Design clock_div_prog, sky130hd; sources not shown.
Run 1, placed standard cells:
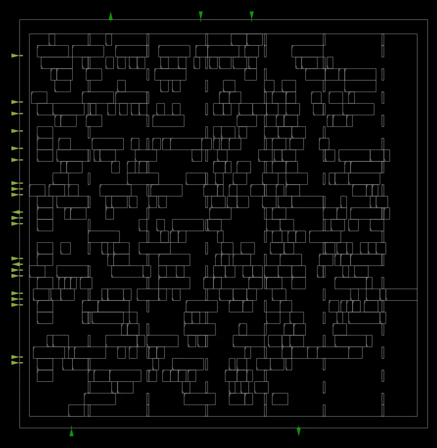
filler instances: 877
Post-Route Utilization: 40.47%

Run 1, the metal 2 layer:
Bar = 20 microns.
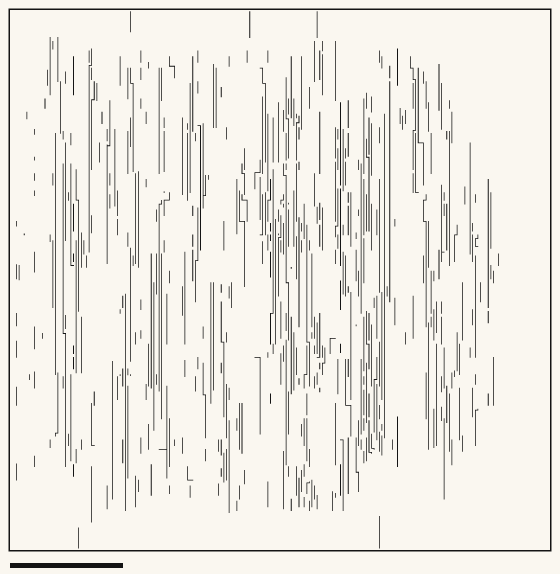
wire length on this layer = 3,240 microns
share of all routed wire = 46%
longest straight run = 57.5 microns
Via Count: 2,453
DRT Wirelength: 6.998 mm

Run 1, placement by cell class:
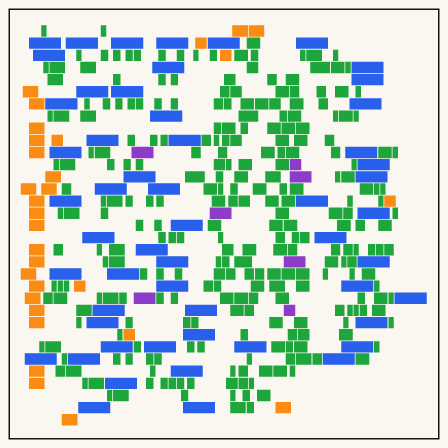
green -> remaining logic cells  # cells 270, share of their area 54%
orange -> remaining buffers and delay cells  # cells 30, share of their area 9.0%
purple -> clock drivers and dummy loads  # cells 7, share of their area 2.6%
blue -> registers  # cells 54, share of their area 34%
core footprint: 8175 sq um
sequential portion of the cell area: 32.68%
fin area: 3308 sq um

==> reports/metrics.yaml, run 1 <==
power:
  pwr-share-seq_pct: 57.2
  p_leak_nw: 1.166
  power_leader: "registers"
  power_clock_w: 0.000364
  switching_share_pct: 27.12
  p_comb_share_pct: 11.6
  p_seq_w: 0.000668
  finalPower_w: 0.001168
  ir_drop_mv: 0.1779
  comb-power_w: 0.000136
  p_clk_share_pct: 31.1
synth:
  synth_area_sq_um: 2952
  postSynthCellCount: 356
  yosys.area.top_type_share_pct: 36.63
  synthTopCellsByCount: "54 x dfxtp_1, 32 x nor2_1, 29 x nand3_1, 24 x xor2_1, 23 x xnor2_1"
  synthAdderAreaFrac_pct: 0.8478
  synth_flops: 54
  yosys_warnings: 0
  netlist_logic_family_top: "simple AND/OR/NAND/NOR gates"
  yosys_area_sq_um: 2952
  ff_type: "dfxtp_1"
  synth.distinct_cells: 48
  simple_gate_area_share_pct: 25.01
grt:
  grt_usage_pct: 16.67
  gr-total-overflow: 0
  grt_pass1_vias: 2355
  grt_pass1_wl_mm: 11.87
  antenna_found_initial: 0
  grt_use_met1_pct: 22.93
layout:
  clock_buffers: 5
  finalNetCount: 385
  syn2layout_area_growth_pct: 12.08
  buf_share_pct: 8.623
  flop-count: 54
  nNonClkBuffers: 30
  final_cell_mix: "54 x dfxtp_1, 32 x nor2_1, 29 x nand3_1"
run_status:
  status: "finished clean"
job:
  cap_violations: 0
  tool_warnings: 26
critical_path:
  worstPathArrival_ns: 2.59
  worst-r2r-setup-slack_ns: 1.07
  required_ns: 3.66
  cp_num_buf_inv: 0
  cp_max_fo: 9
  end_kind: "register"
  slowest_delay_ns: 0.49
  slowest_stage: "dfxtp_1"
  crit_cells: 7
  critPathLaunchType: "register"
routing:
  drc: 0
  topRoutingLayerUsed: "met4"
  wl_met3_microns: 246
  wl_met2_mm: 3.243
  first_pass_iters: 5
  wl_met1_mm: 3.444
timing:
  fin_crit_sh_pct: 69.02
  finalMaxSlewViolations: 0
  rsz0062_at_grt: "no"
  fin_tns_setup_ns: 0
  hold_viol: 0
  max_freq_ghz: 0.4200
  worst_pin_slew_ns: 0.6531
clocking:
  root_buffer: "clkbuf_8"
  cts_resized: 0
  cts.path.max_buffers: 2
  cts_tree: "yes"
  ctsHoldBuffers: 0
die:
  fp_util_pct: 36.10
  io_pins: 26
  die_h_microns: 95.83
placed_design:
  hpwl_mm: 5.098
  io_buffer_count: 24
min_path:
  whs_path_depth: 2
==> run 2: changes to the inputs <==
==> constraint.sdc (replaced) <==
create_clock -name CLK_1MHZ_IN -period 2.4 [get_ports CLK_1MHZ_IN]
set_input_delay 0.36 -clock CLK_1MHZ_IN [delete_from_list [all_inputs] [get_ports CLK_1MHZ_IN]]
set_output_delay 0.36 -clock CLK_1MHZ_IN [all_outputs]
set_load 0.01 [all_outputs]
Run 2, placed standard cells:
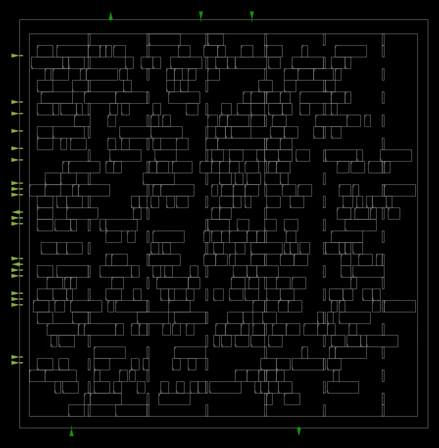
num rows: 33
non-filler cells, final: 484
Post-Route Utilization: 42.52%

Run 2, the metal 3 layer:
Bar = 20 microns.
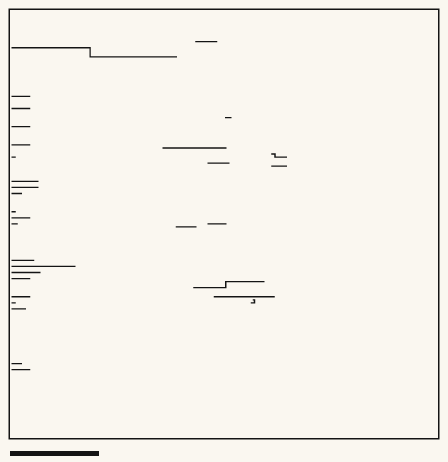
main direction = horizontal
nets with wire on the layer = 27
DRT Wirelength: 7.183 mm
Via Count: 2,511
met3 usage: 2.976%

==> reports/metrics.yaml, run 2 <==
critical_path:
  worst-r2r-setup-slack_ns: 0.26  # -0.81 ns
  cp_num_buf_inv: 0  # unchanged
  critical-path-top-delay-family: "simple AND/OR/NAND/NOR gates"
  slowest_delay_ns: 0.66  # +0.17 ns
  critPathLaunchType: "register"
  slowest_stage: "or4_1"
  path_cells: "nand4_2, or4_1, and4b_1, nor4_1, nor4_1, a21oi_1"
  end_kind: "register"
  crit_path_frequent_cell: "nor4_1"
  required_ns: 2.65  # -1.01 ns
  path_class: "reg -> reg"
  cp_max_fo: 7  # -2
  crit_cells: 6  # -1
  worstPathArrival_ns: 2.40  # -0.19 ns
synth:
  ys_cells: 356
  synthTopCellsByCount: "54 x dfxtp_1, 32 x nor2_1, 29 x nand3_1, 24 x xor2_1, 23 x xnor2_1"
  ff_type: "dfxtp_1"
  synth.distinct_cells: 48  # unchanged
  most_common_cell: "dfxtp_1"
  topCellsByArea: "dfxtp_1 37%, xor2_1 7.1%, xnor2_1 6.8%"
  netlist_logic_family_top: "simple AND/OR/NAND/NOR gates"
  async_reset_ff_share_pct: 0
  floorplan.nets: 380
  synthAdderAreaFrac_pct: 0.8478  # unchanged
  postSynthCellCount: 356  # unchanged
  aoi_share_pct: 11.62
  synth_area_per_cell_sq_um: 8.291
  mux_share_pct: 6.443
  synth_area_sq_um: 2952  # unchanged
  ys_seq_share_pct: 36.63
  yosys.area.top_type_share_pct: 36.63  # unchanged
  synth_flops: 54  # unchanged
  yosys.area.top_type: "dfxtp_1"
  yosys_area_sq_um: 2952  # unchanged
  yosys_warnings: 0  # unchanged
  edf_count: 0
  simple_gate_area_share_pct: 25.01  # unchanged
timing:
  setup_ws_ns: 0.2578
  fin_worst_skew_ns: 0.008007
  finalSetupViolCount: 0
  max_freq_ghz: 0.4668  # +11%
  fin_tns_setup_ns: 0  # unchanged
  rsz0062_at_grt: "no"
  finalMaxSlewViolations: 0  # unchanged
  finalCriticalPeriod_ns: 2.142
  holdWs_ns: 0.4776
  fin_crit_sh_pct: 89.26  # +20 points
  hold_viol: 0  # unchanged
layout:
  seq_area_sq_um: 1082
  seq_share_pct: 31.14  # -1.5 points
  syn2layout_area_growth_pct: 17.76
  nNonClkBuffers: 47  # +57%
  dominant_cells: "logic gates"
  num-multi-input-gates: 266
  buf_share_pct: 12.24  # +3.6 points
  clk_share_pct: 3.168
  flop-count: 54  # unchanged
  clock_buffers: 6  # +1
  comb_area_sq_um: 1712
  fill_cells: 854  # -2.6%
  final_common_cell: "dfxtp_1"
  num-nonclk-inverters: 4
  finalNetCount: 402  # +4.4%
  fin_area_sq_um: 3476  # +5.1%
  final_cell_mix: "53 x dfxtp_1, 32 x nor2_1, 29 x nand3_1"
  antenna_cells: 0
power:
  finalPower_w: 0.001805  # +55%
  pwr-share-seq_pct: 53.1  # -4.1 points
  power_leader: "registers"
  p_switching_w: 0.0004594
  comb-power_w: 0.000211  # +55%
  p_clk_share_pct: 35.3  # +4.2 points
  power_clock_w: 0.000637  # +75%
  power_density_nw_per_um2: 519.4
  p_seq_w: 0.000958  # +43%
  switching_share_pct: 25.44  # -1.7 points
  p_int_w: 0.001346
  p_leak_nw: 1.272  # +9.1%
  ir_drop_mv: 0.2270  # +28%
  p_comb_share_pct: 11.7  # about the same
clocking:
  cts_setup_buffers: 0
  cts_resized: 0  # unchanged
  clkTransAtPathRegs_ns: 0.11
  root_buffer: "clkbuf_8"
  cts.sinks: 54
  ctsHoldBuffers: 0  # unchanged
  htreeDepth: 2
  clock_latency_ns: 0.32
  cts.path.max_buffers: 2  # unchanged
  cts_tree: "yes"
routing:
  ant_nets: 0
  via_per_inst: 5.188
  topRoutingLayerUsed: "met4"
  wl_met1_mm: 3.590  # +4.2%
  drc: 0  # unchanged
  wl_met2_mm: 3.327  # +2.6%
  drt-initial-drc-count: 127
  first_pass_iters: 4  # -1
  wl_per_cell_microns: 14.84
  wl_met3_microns: 188  # -24%
grt:
  grt_use_met1_pct: 22.80  # -0.13 points
  grt_usage_pct: 16.93  # +0.26 points
  antenna_found_initial: 0  # unchanged
  grt_max_degree: 24
  grtUsageMet2_pct: 28.03
  grt_pass1_vias: 2424  # +2.9%
  gr-total-overflow: 0  # unchanged
  grt_pass1_wl_mm: 12.10  # +1.9%
  busiest_layer: "met2"
die:
  core_area_sq_um: 8175  # unchanged
  die_h_microns: 95.83  # unchanged
  fp_util_pct: 36.10  # unchanged
  fp.dieW_microns: 95.83
  io_pins: 26  # unchanged
  die_area_sq_um: 9183
  tap_cells: 105
job:
  tool_warnings: 26  # unchanged
  cap_violations: 0  # unchanged
placed_design:
  place_inst: 476
  hpwl_mm: 5.402  # +6.0%
  place_congestion: 0.7897
  place_area_sq_um: 3364
  io_buffer_count: 24  # unchanged
min_path:
  whs_path_depth: 2  # unchanged
  hp-class: "reg -> reg"
run_status:
  status: "finished clean"
Power and IR drop assume default switching activity.
